[config.mk]
export PLATFORM = sky130hd
export DESIGN_NAME = seq_serializer
export DESIGN_NICKNAME = d
export VERILOG_FILES = /design/src/rtl/seq_serializer.sv
export SDC_FILE = /design/constraint.sdc
export NUM_CORES = 1
export LEC_CHECK = 0
export CORE_MARGIN = 10
export CORE_UTILIZATION = 50
export CTS_CLUSTER_SIZE = 8
export DETAILED_ROUTE_END_ITERATION = 7
export GPL_TIMING_DRIVEN = 1
export PLACE_DENSITY = 0.76
export SYNTH_ARGS = -nofsm -noshare
export SYNTH_HDL_FRONTEND = slang
export SYNTH_SLANG_ARGS = --single-unit
export TNS_END_PERCENT = 20
[constraint.sdc]
create_clock -name clk -period 2.6 [get_ports clk]
set_clock_uncertainty 0.2 [all_clocks]
set_input_delay 0.39 -clock clk [delete_from_list [all_inputs] [get_ports clk]]
set_output_delay 0.39 -clock clk [all_outputs]
set_load 0.02 [all_outputs]
[src/rtl/seq_serializer.sv]
// Parallel-to-serial stimulus stage: loads a WIDTH-bit pattern and shifts it out MSB-first.
// Optional macro SEQ_SERIALIZER_LOOP_EN adds loop_mode to replay the captured pattern continuously.
module seq_serializer #(
  parameter int unsigned WIDTH = 32
) (
  input  logic                    clk,
  input  logic                    rst,
  input  logic                    load_valid,
  input  logic [WIDTH-1:0]        load_data,
  output logic                    load_ready,
  input  logic                    stall,
`ifdef SEQ_SERIALIZER_LOOP_EN
  input  logic                    loop_mode,
`endif
  output logic                    bit_out,
  output logic                    bit_valid,
  output logic                    busy,
  output logic                    done,
  output logic [$clog2(WIDTH):0]  bits_left
);

  localparam int unsigned CNT_W = $clog2(WIDTH) + 1;

  typedef enum logic [1:0] {
    S_IDLE,
    S_SHIFT,
    S_DONE
  } state_t;

  state_t             r_state, w_state_nx;
  logic [WIDTH-1:0]   r_shreg, w_shreg_nx;
  logic [CNT_W-1:0]   r_cnt,   w_cnt_nx;
  logic               r_vld,   w_vld_nx;
  logic               r_done,  w_done_nx;
`ifdef SEQ_SERIALIZER_LOOP_EN
  logic [WIDTH-1:0]   r_copy,  w_copy_nx;
`endif

  always_ff @(posedge clk or posedge rst) begin
    if (rst) begin
      r_state <= S_IDLE;
      r_shreg <= '0;
      r_cnt   <= '0;
      r_vld   <= 1'b0;
      r_done  <= 1'b0;
`ifdef SEQ_SERIALIZER_LOOP_EN
      r_copy  <= '0;
`endif
    end else begin
      r_state <= w_state_nx;
      r_shreg <= w_shreg_nx;
      r_cnt   <= w_cnt_nx;
      r_vld   <= w_vld_nx;
      r_done  <= w_done_nx;
`ifdef SEQ_SERIALIZER_LOOP_EN
      r_copy  <= w_copy_nx;
`endif
    end
  end

  // The shift register is cleared when a pattern finishes, so its MSB is the
  // registered serial output and is zero whenever bit_valid is low.
  always_comb begin
    w_state_nx = r_state;
    w_shreg_nx = r_shreg;
    w_cnt_nx   = r_cnt;
    w_vld_nx   = r_vld;
    w_done_nx  = 1'b0;
`ifdef SEQ_SERIALIZER_LOOP_EN
    w_copy_nx  = r_copy;
`endif
    unique case (r_state)
      S_IDLE: begin
        if (load_valid) begin
          w_shreg_nx = load_data;
          w_cnt_nx   = CNT_W'(WIDTH);
          w_vld_nx   = 1'b1;
          w_state_nx = S_SHIFT;
`ifdef SEQ_SERIALIZER_LOOP_EN
          w_copy_nx  = load_data;
`endif
        end
      end
      S_SHIFT: begin
        if (!stall) begin
          if (r_cnt > CNT_W'(1)) begin
            w_shreg_nx = {r_shreg[WIDTH-2:0], 1'b0};
            w_cnt_nx   = r_cnt - CNT_W'(1);
          end else begin
            w_done_nx = 1'b1;
`ifdef SEQ_SERIALIZER_LOOP_EN
            if (loop_mode) begin
              w_shreg_nx = r_copy;
              w_cnt_nx   = CNT_W'(WIDTH);
            end else begin
              w_shreg_nx = '0;
              w_cnt_nx   = '0;
              w_vld_nx   = 1'b0;
              w_state_nx = S_DONE;
            end
`else
            w_shreg_nx = '0;
            w_cnt_nx   = '0;
            w_vld_nx   = 1'b0;
            w_state_nx = S_DONE;
`endif
          end
        end
      end
      S_DONE: begin
        w_state_nx = S_IDLE;
      end
      default: begin
        w_state_nx = S_IDLE;
      end
    endcase
  end

  assign load_ready = (r_state == S_IDLE);
  assign busy       = (r_state != S_IDLE);
  assign bit_out    = r_shreg[WIDTH-1];
  assign bit_valid  = r_vld;
  assign done       = r_done;
  assign bits_left  = r_cnt;

endmodule

==> out/qor.csv, run 1 <==
metric,value,unit
total setup violations reported at the end of the flow,0,
most common logic cell in the routed design,clkdlybuf4s50_1,
synthesized instance count,230,
mean cell area of the mapped netlist,9.504,um2
register share after synthesis,0.4808,
number of pins exceeding their max-slew limit in the final report,0,
kind of capture point of the worst setup path,primary output,
cell type group with the largest total delay on the critical path,buffers and inverters,
DRC marker count from the first detailed-route iteration,185,
"Min Clock Period, post-route",2302,ps
average wire per standard cell,14.28,um
crit path launch type,register,
areal power density over the cells,1200,nW/um2
critical path type,reg2out,
setup_tns,0,ps
critical path capture point,load_ready,
Longest Clk Path Bufs,2,
total clock sinks,42,
area of the core,4115,um2
Worst IR Drop VDD,0.7160,mV
worst max-slew margin expressed relative to the limit,0.6339,
library cell with the largest summed area after synthesis,dfrtp_1,
Resized Gates After CTS,0,
CTS Hold Bufs,0,
die area,7417,um2
run status,completed,
Synth Area in Simple Gates,0.2089,
drt drc,0,
width of the die,86.12,um
"commonest non-fill, non-tap cells in the layout","clkdlybuf4s50_1, dfrtp_1, a21oi_1",
capture point of the worst reg-to-reg path,r_shreg[5],
fraction of final layout cells with drive strength greater than 1,0.1782,
first element of the critical path,r_state[1],
overall die height,86.12,um
ratio of routed vias to standard cells,5.335,
total overflow reported by the global router,0,
stage delay of the slowest cell on the critical path,670,ps
insertion delay to the later sink of the worst-skew pair,290,ps
period utilisation layout,0.8853,
global-route wire length before repair,7941,um
"area fraction in full adders, half adders and majority gates",0.01145,
RSZ-0062 raised after global routing,no,
root buffer cell,clkbuf_8,
cell breakdown of the critical path,nor2_1 -> clkdlybuf4s50_1,
detailed-routing iteration count for the pre-antenna-repair pass,4,
arrival time at the worst endpoint,1710,ps
pin count of the biggest net entering global routing,43,
clock-pin slew on the worst setup and hold paths,80,ps
Tool Warnings,27,
synth top area cells,"dfrtp_1, a21oi_2, nor2b_1, a21oi_1, nor2_1",
antenna cells,0,
cells in synth_stat.txt,230,
length in cells of the worst reg-to-reg path,6,
Syn-to-layout area delta,27.53,%
final instance area,2788,um2
area figure in the yosys stat output,2186,um2
slack of the worst reg-to-reg path,420,ps
Cell Count Post-Placement,317,
Critical Path Slowest Stage Cell,clkdlybuf4s50_1,
worst flop-to-flop path startpoint,bits_left[0],
final hold vios,0,
count of non-filler cells in the finished layout,325,
number of synthesized register bits,42,
transition at the pin with the smallest max-transition slack,549.1,ps
largest family of logic cells by area,AND-OR/OR-AND gates,
Total GRT Usage,0.1292,
hold crit path type,reg2reg,
number of warnings reported in the yosys synthesis log,0,
distinct cell type count after synthesis,31,
TritonCTS buffer count,5,
largest fanout on the critical path,6,
"Compound Share, Synth",0.2541,
required time of the critical path,2010,ps
dpl hpwl,3193,um
standby leakage power,1.086,nW
number of antenna violations at the first check in global routing,0,
area of the mapped netlist,2186,um2
boundary pin count,47,
max frequency,0.4344,GHz
via count of the first global-routing pass,1708,
CTS H-Tree Depth,2,
TritonCTS clock tree,built,
buffers inserted during post-CTS setup optimization,0,
share of the core filled by cells before placement,0.5312,
CP Buf/Inv Count,1,
mux contribution to synthesized area,0,
xor/xnor share of the synthesized area,0,
area after detailed placement,2679,um2
area share of the largest cell type after synthesis,0.4808,
stages on the worst setup path,2,
number of violations of the max-capacitance limit,0,
final estimated routing congestion in global placement,0.8297,
I/O Buffers,46,
Routed Antenna Nets,0,
nets@finish,312,
net count entering floorplan,268,
Site Rows,23,
run 1: worst register-to-register path, delay by kind of cell (launching register included):
family / cells / cell delay (ps)
DFF: 1 / 460
adders and majority gates: 1 / 260
buffers and inverters: 1 / 80
and+or+nand+nor: 1 / 240
AOI/OAI and AO/OA: 3 / 870
run 1: final cells by class:
type	instances	area, um2
Sequential cell	42	1051
Multi-Input combinational cell	169	1049
Clock buffer	5	68.82
Fill cell	346	1328
Tap cell	50	62.56
Inverter	5	18.77
Timing Repair Buffer	51	498.0
Clock inverter	3	40.04
run 1: flip-flops by register name, indices dropped and copies added (netlist names):
| register | flops |
|---|---|
| bit_valid | 1 |
| r_state | 2 |
| bits_left | 6 |
| done | 1 |
| r_shreg | 32 |
run 1: power by group:
group          internal (W)  total, W  switching (W)  leakage, nW
sequential         0.000974   0.00123       0.000253        0.484
clock              0.000283  0.000504       0.000221       0.0579
combinational      0.000726   0.00162       0.000890        0.544
total               0.00198   0.00335        0.00136         1.09
run 1: cell usage after synthesis:
cell       count
or3_1          2
a21oi_2       30
o31ai_1        1
o21ai_0        3
ha_1           2
nor2_1        35
clkbuf_1       8
nor3_1         3
o311a_4        1
a32o_1         1
a21oi_1       38
nand2b_1       4
nor3b_1        1
buf_6          3
and2_1         1
a21o_1         2
o211ai_1       1
o31ai_2        1
nor4b_1        1
nand3_1        1
or3_4          1
dfrtp_1       42
nor2b_1       31
nand2_1        4
nor4_1         1
o21ai_1        1
buf_2          3
or3b_2         1
o2111ai_1      1
nor3_2         1
inv_1          5
run 1: kinds of logic after synthesis:
kind of cell / Yosys count
flip-flops: 42
buffers and inverters: 19
AND/OR/NAND/NOR: 87
adder cells (fa/ha/maj): 2
AND-OR/OR-AND: 80
run 1: routing by layer:
metal  vias up  wire, um  GRT usage
met5         -         0          0
met4         0        51    0.03892
met3        10       362    0.05676
met2        40      2099     0.1968
met1       808      2126     0.1605
li1        876         -          -
run 1: metrics by stage:
stage	setup slack (ps)	total power [W]	hold slack [ps]
after global placement	450.7	0.002822	288.5
after CTS	269.2	0.003385	315.3
after detailed placement	403.5	0.002871	296.8
after floorplan	632.2	0.002473	260.5
final	298.1	0.003346	301.7
after global routing	200.6	0.003637	349.7
run 1: worst min path at each step:
| stage | depth (start not counted) | start | to |
|---|---|---|---|
| after CTS | 2 | bit_valid | bit_valid |
| final | 2 | bit_valid | bit_valid |
| after global routing | 1 | r_shreg[0] | r_shreg[0] |
| after floorplan | 1 | stall | done |
| after detailed placement | 2 | bit_valid | bit_valid |
| after global placement | 2 | bit_valid | bit_valid |
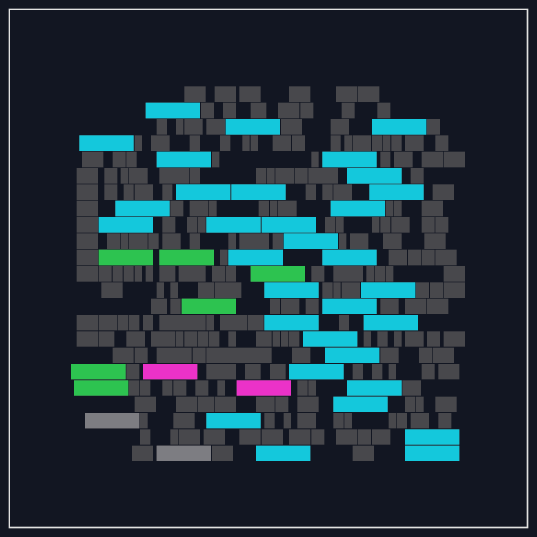
Fig. 1. Where the registers sit (run 1).
(6 px per um) Other sequential cells in the stronger gray, the rest of the logic in the fainter gray.
r_shreg -> cyan  # placed flops 32
bits_left -> green  # placed flops 6
r_state -> magenta  # placed flops 2
not colored = 2
Flop area: 1051 um2
share of the core filled with cells: 0.6774
Power Sequential: 0.00123 W

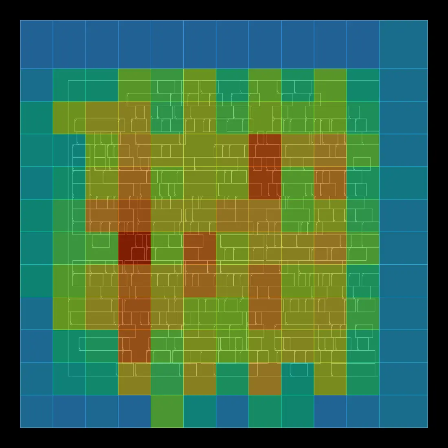
Fig. 2. Routing congestion (run 1).
met1 GRT Util: 0.1605
layer carrying the most global-route usage: met2
fraction of met2 tracks used by global routing: 0.1968

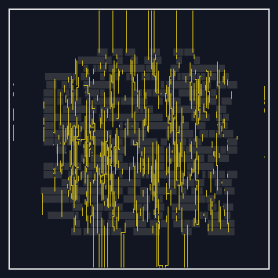
Fig. 3. M2 wires (run 1).
(3 px per um)
share of all routed wire = 45%
longest straight run = 22.8 um
wire length on this layer = 2100 um
main direction = vertical
via count: 1734
Routed Wire Length: 4640 um

--- run 2 (diff from run 1) ---
--- a/config.mk
+++ b/config.mk
@@ -6,11 +6,12 @@
 export NUM_CORES = 1
 export LEC_CHECK = 0
 export CORE_MARGIN = 10
-export CORE_UTILIZATION = 50
+export CORE_UTILIZATION = 40
 export CTS_CLUSTER_SIZE = 8
 export DETAILED_ROUTE_END_ITERATION = 7
+export GPL_ROUTABILITY_DRIVEN = 0
 export GPL_TIMING_DRIVEN = 1
-export PLACE_DENSITY = 0.76
+export PLACE_DENSITY = 0.62
 export SYNTH_ARGS = -nofsm -noshare
 export SYNTH_HDL_FRONTEND = slang
 export SYNTH_SLANG_ARGS = --single-unit
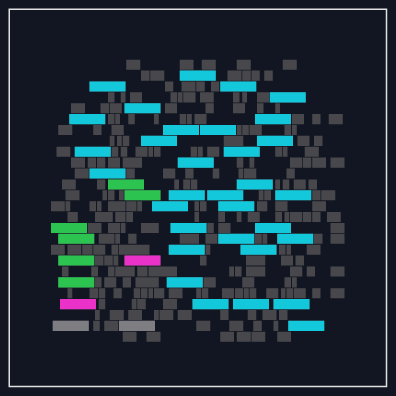
Fig. 4. Where the registers sit (run 2).
(4 px per um) Other sequential cells in the stronger gray, the rest of the logic in the fainter gray.
r_shreg -> cyan  # placed flops 32
bits_left -> green  # placed flops 6, where middle left
r_state -> magenta  # placed flops 2
not colored = 2
flop share of the area: 0.3763
share of the core filled with cells: 0.5365
Power Sequential: 0.00121 W

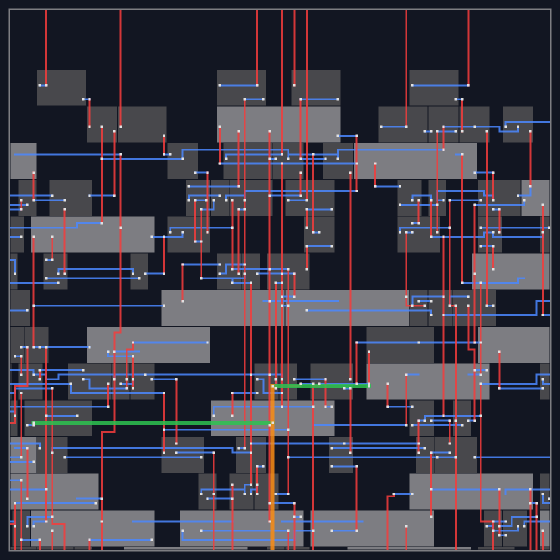
Fig. 5. Close-up of the layout (run 2).
Window x 27 to 67, y 46 to 86 um. Cells in gray, sequential cells in the stronger gray; small squares are vias.
met1 -> blue
met2 -> red
met4 -> orange
met3 -> green
cells with their middle in the window = 77
sequential cells in the window = 15
most frequent = nor2_1 (15), dfrtp_1 (15), a21oi_1 (14)
netlist names of flops here include = r_shreg (13), bits_left (2)

==> out/qor.csv, run 2 <==
metric,value,unit,change
setup_tns,0,ps,unchanged
CTS H-Tree Depth,2,,unchanged
final total power,0.003267,W,-2.4%
cell type group with the largest total delay on the critical path,buffers and inverters,,
area of the mapped netlist,2186,um2,unchanged
Largest register FFs,32,,unchanged
share of the core filled by cells before placement,0.4200,,-0.1112
number of violations of the max-capacitance limit,0,,unchanged
kind of capture point of the worst setup path,primary output,,
insertion delay to the later sink of the worst-skew pair,290,ps,about the same
required time of the critical path,2010,ps,about the same
detailed-routing iteration count for the pre-antenna-repair pass,4,,unchanged
Routed Wire Length,4738,um,+2.1%
net count entering floorplan,268,,unchanged
mean cell area of the mapped netlist,9.504,um2,unchanged
transition at the pin with the smallest max-transition slack,691.1,ps,+142.0 ps
overall die height,93.93,um,+9.1%
via count,1688,,-2.7%
I/O Buffers,46,,unchanged
stage delay of the slowest cell on the critical path,680,ps,about the same
synthesized instance count,230,,unchanged
areal power density over the cells,1170,nW/um2,-2.5%
stages on the worst setup path,2,,unchanged
count of library flops with an enable pin,0,,unchanged
Tool Warnings,27,,unchanged
Worst Slack Setup Final,269.5,ps,-28.63 ps
hold crit path type,in2async,,
run status,completed,,
nets@finish,310,,-0.64%
width of the die,93.93,um,+9.1%
drt drc,0,,unchanged
CP Buf/Inv Count,1,,unchanged
boundary pin count,47,,unchanged
final hold vios,0,,unchanged
cells in synth_stat.txt,230,,unchanged
number of antenna violations at the first check in global routing,0,,unchanged
root buffer cell,clkbuf_8,,
"Min Clock Period, post-route",2330,ps,+28.63 ps
CTS Hold Bufs,0,,unchanged
cell breakdown of the critical path,nor2_1 -> clkdlybuf4s50_1,,
via count of the first global-routing pass,1794,,+5.0%
synth cell count leaders,"dfrtp_1, a21oi_1, nor2_1, nor2b_1, a21oi_2",,
worst flop-to-flop path startpoint,bits_left[3],,
area share of the largest cell type after synthesis,0.4808,,unchanged
total clock sinks,42,,unchanged
Post-synth ARST share,1.000,,unchanged
area of the core,5205,um2,+26%
critical path type,reg2out,,
global-route wire length before repair,8480,um,+6.8%
ratio of routed vias to standard cells,4.921,,-7.8%
synth top area cells,"dfrtp_1, a21oi_2, nor2b_1, a21oi_1, nor2_1",,
length in cells of the worst reg-to-reg path,4,,-2
period utilisation layout,0.8963,,+0.01101
number of synthesized register bits,42,,unchanged
die area,8822,um2,+19%
total overflow reported by the global router,0,,unchanged
register share after synthesis,0.4808,,unchanged
antenna cells,0,,unchanged
"commonest non-fill, non-tap cells in the layout","clkdlybuf4s50_1, dfrtp_1, a21oi_1",,
area figure in the yosys stat output,2186,um2,unchanged
worst max-slew margin expressed relative to the limit,0.5386,,-0.09533
distinct cell type count after synthesis,31,,unchanged
DRC marker count from the first detailed-route iteration,61,,-67%
worst hold slack,316.3,ps,+14.59 ps
first element of the critical path,r_state[1],,
TritonCTS clock tree,built,,
Site Rows,26,,+13%
most frequent cell after synthesis,dfrtp_1,,
register with the most flip-flops,r_shreg,,
fraction of final layout cells with drive strength greater than 1,0.1722,,-0.006021
TritonCTS buffer count,5,,unchanged
dominant synthesized flop cell,dfrtp_1,,
dpl hpwl,3181,um,-0.38%
RSZ-0062 raised after global routing,no,,
number of pins exceeding their max-slew limit in the final report,0,,unchanged
Worst IR Drop VDD,0.8117,mV,+13%
total setup violations reported at the end of the flow,0,,unchanged
Critical Path Slowest Stage Cell,clkdlybuf4s50_1,,
Routed Antenna Nets,0,,unchanged
Total GRT Usage,0.1176,,-0.01161
number of warnings reported in the yosys synthesis log,0,,unchanged
Syn-to-layout area delta,27.76,%,
average wire per standard cell,13.81,um,-3.2%
max frequency,0.4291,GHz,-1.2%
buffers inserted during post-CTS setup optimization,0,,unchanged
library cell with the largest summed area after synthesis,dfrtp_1,,
most common logic cell in the routed design,clkdlybuf4s50_1,,
arrival time at the worst endpoint,1740,ps,+30 ps
clock-pin slew on the worst setup and hold paths,80,ps,about the same
standby leakage power,1.074,nW,-1.1%
largest fanout on the critical path,6,,unchanged
placement-stage worst setup slack,467.6,ps,+64.13 ps
crit path launch type,register,,
pin count of the biggest net entering global routing,65,,+51%
run 2: cell counts after synthesis:
No cell type changed its count.
run 2: cell type report:
cell class | count | area [um2]
Multi-Input combinational cell | 169 | 1049
Tap cell | 70 | 87.58
Inverter | 5 | 18.77
Sequential cell | 42 | 1051
Clock buffer | 7 | 86.33
Timing Repair Buffer | 49 | 495.5
Clock inverter | 1 | 5.005
Fill cell | 497 | 2412
run 2: power by group:
part / switching (W) / internal [W]
sequential: 0.000240 / 0.000974
clock: 0.000220 / 0.000214
combinational: 0.000893 / 0.000726
run 2: worst paths after layout:
path,to,slack [ps]
worst max-delay path,load_ready,270
worst min-delay path,r_shreg[31],320
worst max register to register,r_shreg[4],510
worst min register to register,bit_valid,320
max in group asynchronous,r_shreg[21],1260
min in group clk,bit_valid,320
run 2: cells by family after synthesis:
| family | count (synthesis) | synth area share |
|---|---|---|
| AOI/OAI and AO/OA | 80 | 0.2541 |
| and+or+nand+nor | 87 | 0.2089 |
| buffers and inverters | 19 | 0.04465 |
| DFF | 42 | 0.4808 |
| adders and majority gates | 2 | 0.01145 |
run 2: metrics by stage:
stage / instance area, um2 / utilization / instances
CTS: 2793 / 0.5365 / 343
finish: 2793 / 0.5365 / 343
floorplan: 2186 / - / 230
detailed placement: 2701 / 0.5190 / 335
global route: 2793 / 0.5365 / 343
global placement: 2701 / 0.5190 / 335
run 2: layer usage:
metal  share of wire  vias to the layer above  track usage  routed length [um]
met5               0                        -            0                   0
met4           0.014                        0      0.03418                  65
met3           0.065                        7      0.05036                 306
met2            0.45                       31       0.1843                2130
met1            0.47                      780       0.1431                2235
li1                -                      870            -                   -
--- run 3 (diff from run 2) ---
--- a/config.mk
+++ b/config.mk
@@ -12,6 +12,8 @@
 export GPL_ROUTABILITY_DRIVEN = 0
 export GPL_TIMING_DRIVEN = 1
 export PLACE_DENSITY = 0.62
+export RECOVER_POWER = 100
+export SKIP_CTS_REPAIR_TIMING = 1
 export SYNTH_ARGS = -nofsm -noshare
 export SYNTH_HDL_FRONTEND = slang
 export SYNTH_SLANG_ARGS = --single-unit
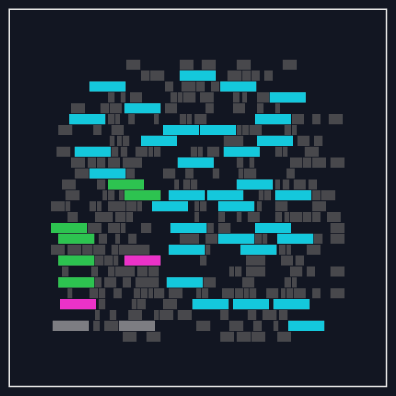
Fig. 6. Where the registers sit (run 3).
(4 px per um) Other sequential cells in the stronger gray, the rest of the logic in the fainter gray.
r_state -> magenta  # placed flops 2
bits_left -> green  # placed flops 6, where middle left
r_shreg -> cyan  # placed flops 32
not colored = 2
share of the core filled with cells: 0.5305
flop share of the area: 0.3806

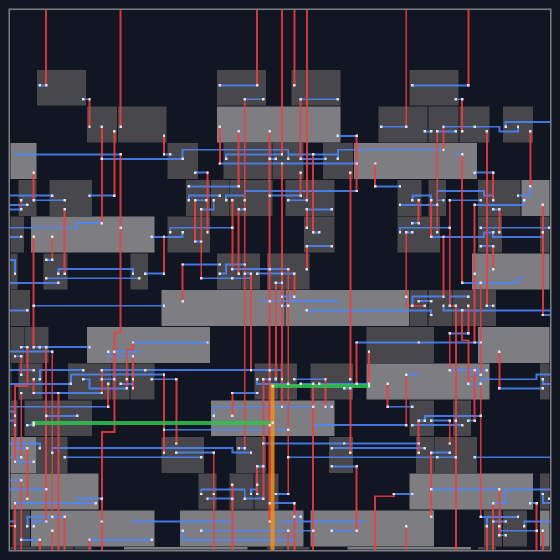
Fig. 7. Close-up of the layout (run 3).
Window x 27 to 67, y 46 to 86 um. Cells in gray, sequential cells in the stronger gray; small squares are vias.
met1 -> blue
met4 -> orange
met2 -> red
met3 -> green
most frequent = nor2_1 (15), dfrtp_1 (15), a21oi_1 (14)
cells with their middle in the window = 77
netlist names of flops here include = r_shreg (13), bits_left (2)
sequential cells in the window = 15

==> out/qor.csv, run 3 <==
metric,value,unit,change
TritonCTS clock tree,built,,
dominant synthesized flop cell,dfrtp_1,,
synth top area cells,"dfrtp_1, a21oi_2, nor2b_1, a21oi_1, nor2_1",,
transition at the pin with the smallest max-transition slack,1269,ps,+577.5 ps
clock-pin slew on the worst setup and hold paths,80,ps,about the same
TritonCTS buffer count,5,,unchanged
detailed-routing iteration count for the pre-antenna-repair pass,4,,unchanged
insertion delay to the later sink of the worst-skew pair,290,ps,about the same
via count,1692,,+0.24%
register share after synthesis,0.4808,,unchanged
cell breakdown of the critical path,nor2_1 -> dlygate4sd3_1,,
total setup violations reported at the end of the flow,0,,unchanged
I/O Buffers,46,,unchanged
average wire per standard cell,13.86,um,+0.36%
"commonest non-fill, non-tap cells in the layout","dfrtp_1, a21oi_1, nor2_1",,
Syn-to-layout area delta,26.33,%,
hold crit path type,reg2reg,,
critical path capture point,load_ready,,
drt drc,0,,unchanged
setup_tns,0,ps,unchanged
Critical Path Slowest Stage Cell,dlygate4sd3_1,,
Site Rows,26,,unchanged
overall die height,93.93,um,unchanged
required time of the critical path,2010,ps,about the same
register with the most flip-flops,r_shreg,,
final total power,0.003206,W,-1.9%
capture point of the worst reg-to-reg path,bits_left[2],,
synthesized instance count,230,,unchanged
Total GRT Usage,0.1176,,unchanged
net count entering floorplan,268,,unchanged
fraction of final layout cells with drive strength greater than 1,0.1538,,-0.01832
Worst IR Drop VDD,0.7748,mV,-4.5%
count of library flops with an enable pin,0,,unchanged
Longest Clk Path Bufs,2,,
antenna cells,0,,unchanged
critical path type,reg2out,,
DRC marker count from the first detailed-route iteration,67,,+9.8%
first element of the critical path,r_state[1],,
library cell with the largest summed area after synthesis,dfrtp_1,,
final hold vios,0,,unchanged
RSZ-0062 raised after global routing,no,,
cell type group with the largest total delay on the critical path,buffers and inverters,,
stages on the worst setup path,2,,unchanged
pin count of the biggest net entering global routing,65,,unchanged
boundary pin count,47,,unchanged
area of the mapped netlist,2186,um2,unchanged
synth cell count leaders,"dfrtp_1, a21oi_1, nor2_1, nor2b_1, a21oi_2",,
kind of capture point of the worst setup path,primary output,,
total clock sinks,42,,unchanged
number of antenna violations at the first check in global routing,0,,unchanged
share of the core filled by cells before placement,0.4200,,unchanged
length in cells of the worst reg-to-reg path,6,,+2
number of pins exceeding their max-slew limit in the final report,0,,unchanged
CTS H-Tree Depth,2,,unchanged
most common logic cell in the routed design,dfrtp_1,,
Post-synth ARST share,1.000,,unchanged
crit path launch type,register,,
number of violations of the max-capacitance limit,0,,unchanged
root buffer cell,clkbuf_8,,
max frequency,0.4224,GHz,-1.6%
area share of the largest cell type after synthesis,0.4808,,unchanged
number of synthesized register bits,42,,unchanged
nets@finish,310,,unchanged
mean cell area of the mapped netlist,9.504,um2,unchanged
run status,completed,,
"Min Clock Period, post-route",2368,ps,+37.05 ps
arrival time at the worst endpoint,1780,ps,+40 ps
CP Buf/Inv Count,1,,unchanged
Routed Wire Length,4755,um,+0.36%
number of warnings reported in the yosys synthesis log,0,,unchanged
dpl hpwl,3181,um,unchanged
global-route wire length before repair,8480,um,unchanged
via count of the first global-routing pass,1794,,unchanged
area figure in the yosys stat output,2186,um2,unchanged
worst flop-to-flop path startpoint,r_state[0],,
period utilisation layout,0.9106,,+0.01425
distinct cell type count after synthesis,31,,unchanged
ratio of routed vias to standard cells,4.933,,+0.24%
Routed Antenna Nets,0,,unchanged
width of the die,93.93,um,unchanged
total overflow reported by the global router,0,,unchanged
worst hold slack,312.7,ps,-3.620 ps
Largest register FFs,32,,unchanged
area of the core,5205,um2,unchanged
areal power density over the cells,1161,nW/um2,-0.77%
most frequent cell after synthesis,dfrtp_1,,
standby leakage power,1.071,nW,-0.30%
die area,8822,um2,unchanged
slack of the worst reg-to-reg path,370,ps,-140 ps
stage delay of the slowest cell on the critical path,730,ps,+50 ps
worst max-slew margin expressed relative to the limit,0.1533,,-0.3852
cells in synth_stat.txt,230,,unchanged
Tool Warnings,27,,unchanged
largest fanout on the critical path,6,,unchanged
-- run 3: cell count changes in the layout (fill, tap and decap cells not counted), sizes merged --
cell           change
clkbuf             +2
buf                -2
dlygate4sd3       +12
clkdlybuf4s50     -12
-- run 3: power breakdown --
part | switching, W | internal, W
Sequential | 0.000234 | 0.000974
Clock | 0.000222 | 0.000214
Combinational | 0.000884 | 0.000677
-- run 3: worst min-delay path, stage by stage, from the launching register on --
cell	delay [ps]
dfrtp_1	340
a21oi_1	40
nor2_1	90
-- run 3: kinds of logic after synthesis --
logic type / Yosys count / synth area share
AOI/OAI and AO/OA: 80 / 0.2541
and+or+nand+nor: 87 / 0.2089
adders and majority gates: 2 / 0.01145
buffers and inverters: 19 / 0.04465
DFF: 42 / 0.4808
-- run 3: worst min-delay path by stage --
| stage | from | cells past startpoint | slack, ps | end |
|---|---|---|---|---|
| after floorplan | stall | 1 | 260 | done |
| after global placement | bit_valid | 2 | 290 | bit_valid |
| after detailed placement | bit_valid | 2 | 300 | bit_valid |
| after CTS | bit_valid | 2 | 320 | bit_valid |
| after global routing | r_shreg[0] | 1 | 340 | r_shreg[0] |
| final | bit_valid | 2 | 310 | bit_valid |
-- run 3: cell type report --
type,instances,area (um2)
Clock buffer,7,86.33
Clock inverter,1,5.005
Fill cell,503,2444
Inverter,5,18.77
Multi-Input combinational cell,169,1033
Sequential cell,42,1051
Tap cell,70,87.58
Timing Repair Buffer,49,479.2
-- run 3: routing by layer --
| metal | share of wire | vias up | wire (um) | GRT usage |
|---|---|---|---|---|
| met3 | 0.065 | 7 | 307 | 0.05036 |
| met4 | 0.014 | 0 | 65 | 0.03418 |
| met2 | 0.45 | 31 | 2145 | 0.1843 |
| met1 | 0.47 | 785 | 2237 | 0.1431 |
| met5 | 0 | - | 0 | 0 |
| li1 | - | 869 | - | - |
-- run 3: metrics by stage --
stage,cell area (um2),setup slack [ps],std cells
after floorplan,2186,632.2,230
after global placement,2701,465.1,335
after detailed placement,2701,467.6,335
after CTS,2793,255.8,343
after global routing,2761,107.5,343
final,2761,232.5,343
Power is estimated from default activity; no workload was simulated.
